==> src/rtl/rotate_seq_pkg.sv <==
// rotate_seq_pkg: shared state encoding and helpers for the rotate sequencer
package rotate_seq_pkg;
  typedef enum logic [1:0] {IDLE, ROT, DONE} state_t;
  function automatic int field_width(input int n);
    return (n > 2) ? $clog2(n) : 1;
  endfunction
  function automatic int rr_first(input logic [63:0] valid, input int ptr, input int n);
    int pick;
    int idx;
    logic found;
    pick = 0;
    found = 1'b0;
    for (int k = 0; k < n; k++) begin
      idx = ptr + k;
      if (idx >= n) idx = idx - n;
      if (!found && valid[idx]) begin
        pick = idx;
        found = 1'b1;
      end
    end
    return pick;
  endfunction
endpackage

==> src/rtl/rotate_register_core.sv <==
// rotate_register_core: word register with priority load and rotate-left-by-one
module rotate_register_core #(
  parameter int WIDTH = 8
) (
  input  logic             clock,
  input  logic             reset,
  input  logic             load,
  input  logic             en,
  input  logic [WIDTH-1:0] d,
  output logic [WIDTH-1:0] q
);
  // load wins over rotate; rotate moves the top bit into bit 0
  always_ff @(posedge clock or posedge reset)
    if (reset) q <= '0;
    else if (load) q <= d;
    else if (en) q <= {q[WIDTH-2:0], q[WIDTH-1]};
endmodule

==> src/rtl/rotate_sequencer_arb.sv <==
// rotate_sequencer_arb: round-robin front end sharing one rotate datapath
module rotate_sequencer_arb
  import rotate_seq_pkg::*;
#(
  parameter int WIDTH = 8,
  parameter int NREQ  = 2,
  parameter int CNT_W = field_width(WIDTH),
  parameter int ID_W  = field_width(NREQ)
) (
  input  logic                  clock,
  input  logic                  reset,
  input  logic [NREQ-1:0]       req_valid,
  output logic [NREQ-1:0]       req_ready,
  input  logic [NREQ*WIDTH-1:0] req_data,
  input  logic [NREQ*CNT_W-1:0] req_amount,
  output logic                  rsp_valid,
  input  logic                  rsp_ready,
  output logic [WIDTH-1:0]      rsp_data,
  output logic [ID_W-1:0]       rsp_id,
  output logic                  busy
);
  state_t state, state_nxt;
  logic [CNT_W-1:0] cnt, amt_sel;
  logic [ID_W-1:0] ptr, winner;
  logic [WIDTH-1:0] data_sel;
  logic accept;
  assign winner    = ID_W'(rr_first(64'(req_valid), int'(ptr), NREQ));
  assign accept    = (state == IDLE) && (|req_valid);
  assign data_sel  = req_data[int'(winner)*WIDTH +: WIDTH];
  assign amt_sel   = req_amount[int'(winner)*CNT_W +: CNT_W];
  assign req_ready = accept ? ({{(NREQ-1){1'b0}}, 1'b1} << winner) : '0;
  assign rsp_valid = state == DONE;
  assign busy      = state != IDLE;
  rotate_register_core #(.WIDTH(WIDTH)) u_core (
    .clock(clock),
    .reset(reset),
    .load(accept),
    .en(state == ROT),
    .d(data_sel),
    .q(rsp_data)
  );
  // state register; reset aborts any transaction in flight
  always_ff @(posedge clock or posedge reset)
    if (reset) state <= IDLE;
    else state <= state_nxt;
  // zero amount skips ROT; the last rotate happens while the counter reads 1
  always_comb begin
    state_nxt = state;
    state_nxt = (state == IDLE) ? (accept ? ((amt_sel != '0) ? ROT : DONE) : IDLE) :
                (state == ROT)  ? ((cnt == CNT_W'(1)) ? DONE : ROT) :
                rsp_ready ? IDLE : DONE;
  end
  // capture transaction tag and amount at accept; advance the pointer past the served requester on completion
  always_ff @(posedge clock or posedge reset)
    if (reset) begin
      cnt    <= '0;
      rsp_id <= '0;
      ptr    <= '0;
    end else begin
      if (accept) begin
        cnt    <= amt_sel;
        rsp_id <= winner;
      end else if (state == ROT) cnt <= cnt - 1'b1;
      if (state == DONE && rsp_ready) ptr <= (rsp_id == ID_W'(NREQ-1)) ? '0 : rsp_id + 1'b1;
    end
endmodule

==> config.mk <==
export PLATFORM = sky130hd
export DESIGN_NAME = rotate_sequencer_arb
export DESIGN_NICKNAME = d
export VERILOG_FILES = /design/src/rtl/rotate_seq_pkg.sv /design/src/rtl/rotate_register_core.sv /design/src/rtl/rotate_sequencer_arb.sv
export SDC_FILE = /design/constraint.sdc
export NUM_CORES = 1
export LEC_CHECK = 0
export CAP_MARGIN = 20
export CORE_MARGIN = 2
export CORE_UTILIZATION = 40
export DETAILED_ROUTE_END_ITERATION = 16
export PLACE_DENSITY = 0.78
export SYNTH_ARGS = -nofsm -noshare
export SYNTH_HDL_FRONTEND = slang
export SYNTH_SLANG_ARGS = --single-unit
==> constraint.sdc <==
create_clock -name clock -period 1.73 [get_ports clock]
set_clock_uncertainty 0.05 [all_clocks]
set_input_delay 0.2595 -clock clock [delete_from_list [all_inputs] [get_ports clock]]
set_output_delay 0.2595 -clock clock [all_outputs]
set_load 0.005 [all_outputs]
Figure 1. Clock wires, drivers and flops.
Scale: 12 px per µm.
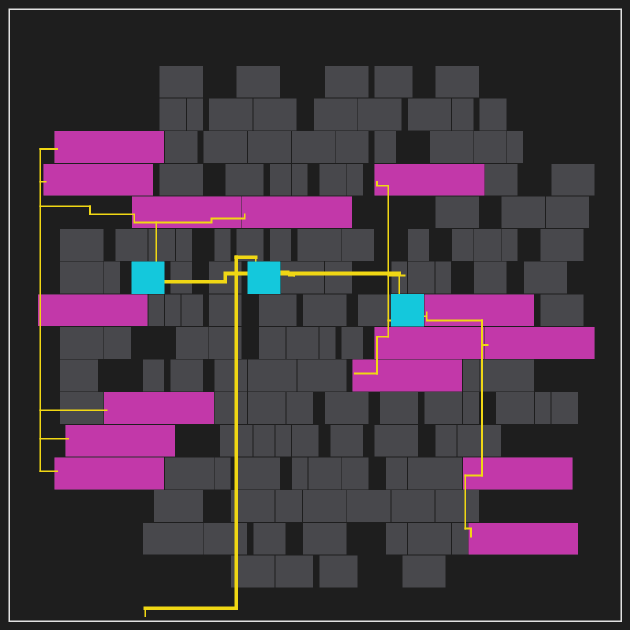
legend:
  clock wires:
    colour: yellow
    length: 179 µm
  flip-flops:
    colour: magenta
    count: 15
  clock drivers:
    colour: cyan
    count: 3
routed clock nets: 4
clock share of power: 8.5%
clk pwr: 0.000192 W
clk latency late pin: 0.28 ns

Figure 2. A small window of the routed layout.
Window x 13 to 38, y 13 to 38 µm. Cells in grey, sequential cells in the stronger grey; small squares are vias.
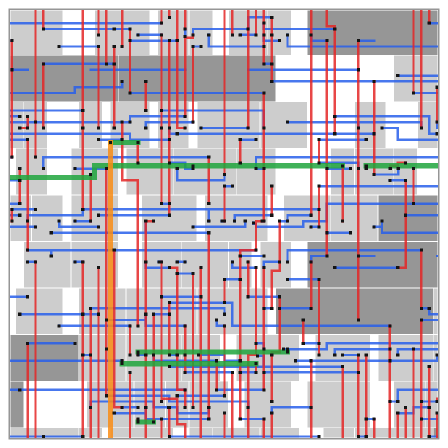
legend:
  metal 4:
    colour: orange
  metal 2:
    colour: red
  metal 1:
    colour: blue
  metal 3:
    colour: green
netlist names of flops here include: u_core.q (4), cnt (1)
sequential cells in the window: 5
cells with their middle in the window: 58
most frequent: buf_4 (11)

Figure 3. Clock wiring as the flow saved it.
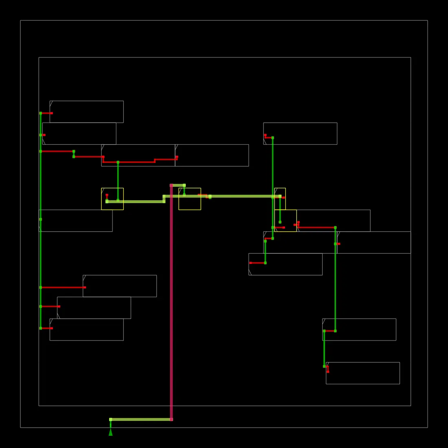
clk sinks: 15
seq_cells: 15
layout clock buffer count: 4
CTS buffer count: 3

Figure 4. Local utilization.
Scale: 6 px per µm. 10 x 10 tiles, from black (low) to pale yellow (high), 0 to 100% covered.
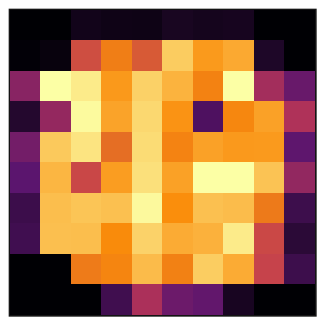
fullest tile: 100%
densest ninth of the die: centre
nearly empty tiles: 13%
tiles over 75% full: 43%
mean over tiles: 53%
core area: 2020 µm²
Finished Core Util: 69.9%
fp_density: 43.4%

Figure 5. Cell classes on the final placement.
Scale: 8 px per µm. Fill, decap, tap and diode cells in grey.
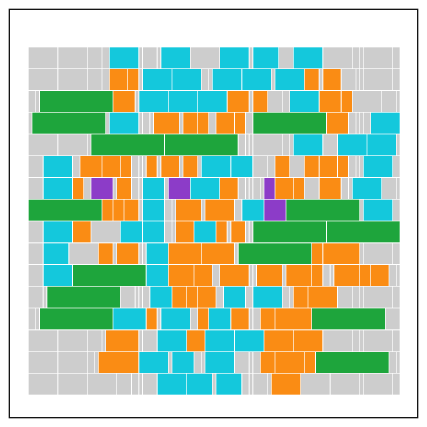
legend:
  combinational and other logic:
    colour: orange
    cells: 74
    share_of_their_area: 35%
  other buffers and delay cells:
    colour: cyan
    cells: 53
    share_of_their_area: 36%
  flops:
    colour: green
    cells: 15
    share_of_their_area: 27%
  clock drivers and dummy loads:
    colour: purple
    cells: 4
    share_of_their_area: 1.9%
final instance area: 1410 µm²
fraction of area in registers: 26.6%
row count: 16

==> flow_metrics.env <==
# flow metrics
export IMPL_status="finished, final reports clean"
export IMPL_arrival_ns=1.35
export IMPL_edf_count=0
export IMPL_finalSetupTns_ns=0
export IMPL_total_power_w=0.00226
export IMPL_r2r_cells=6
export IMPL_max_vdd_ir_drop_mv=1.10
export IMPL_drtPass1Iterations=4
export IMPL_p_comb_share_pct=61.3
export IMPL_wl_per_cell_um=14.2
export IMPL_xor_share_pct=1.99
export IMPL_aoi_share_pct=18.4
export IMPL_cts_root_buf="clkbuf_4"
export IMPL_grt_max_degree=17
export IMPL_highest_layer="met4"
export IMPL_internal_power_w=0.00140
export IMPL_switching_share_pct=38.0
export IMPL_postCtsSetupBuffers=6
export IMPL_p_switching_w=0.000857
export IMPL_r2r_end="u_core.q[4]"
export IMPL_ys_sh_mux_pct=5.70
export IMPL_ys_async_sr_fraction_pct=100
export IMPL_cts_tree="yes"
export IMPL_drv_slew=0
export IMPL_fin_crit_ns=1.66
export IMPL_instances_no_fill=173
export IMPL_place_hpwl_um=1900
export IMPL_cp_start_kind="flip-flop"
export IMPL_syn_avg_cell_area_um2=9.34
export IMPL_ys_types=29
export IMPL_top_area_cell="dfrtp_1"
export IMPL_drv_cap=0
export IMPL_io_pins=40
export IMPL_via_per_inst=5.24
export IMPL_drtIter0Drc=26
export IMPL_fp_dieH_um=50.9
export IMPL_largest_reg_flops=8
export IMPL_syn_inst=94
export IMPL_n_antenna_cell=0
export IMPL_setup_violations=0
export IMPL_fp_nets=123
export IMPL_netlist_area_um2=878
export IMPL_route_met2_wl_um=1280
export IMPL_fillers=159
export IMPL_globalRouteTotalUtil_pct=21.1
export IMPL_synth_seq_share_pct=42.7
export IMPL_lay_top_cells="35 x clkdlybuf4s50_1, 15 x dfrtp_1, 13 x buf_4"
export IMPL_vias=907
export IMPL_cp_end_kind="primary output"
==> layout make-up <==
type / instances / area (µm²) / area share, %
clock buffers: 4 / 26.3 / 1.86
inverters: 4 / 15.0 / 1.06
multi-input cells: 70 / 468 / 33.1
flip-flops and latches: 15 / 375 / 26.6
well taps: 27 / 33.8 / 2.39
repair buffers: 53 / 494 / 35.0
==> power groups by stage <==
stage	logic, W	registers, W	clock network, W
4_1_cts	0.00137	0.000681	0.000199
2_1_floorplan	0.000706	0.000675	0
3_3_place_gp	0.00120	0.000671	0
3_5_place_dp	0.00125	0.000681	0
6_report	0.00138	0.000682	0.000192
5_1_grt	0.00152	0.000705	0.000215
==> worst max-delay path: stages (launching register included) <==
cell and delay (ns):
dfrtp_1 0.42, nor2_4 0.14, inv_1 0.06, clkdlybuf4s50_1 0.44
No activity file was given, so power comes from the tool's default toggle rates.
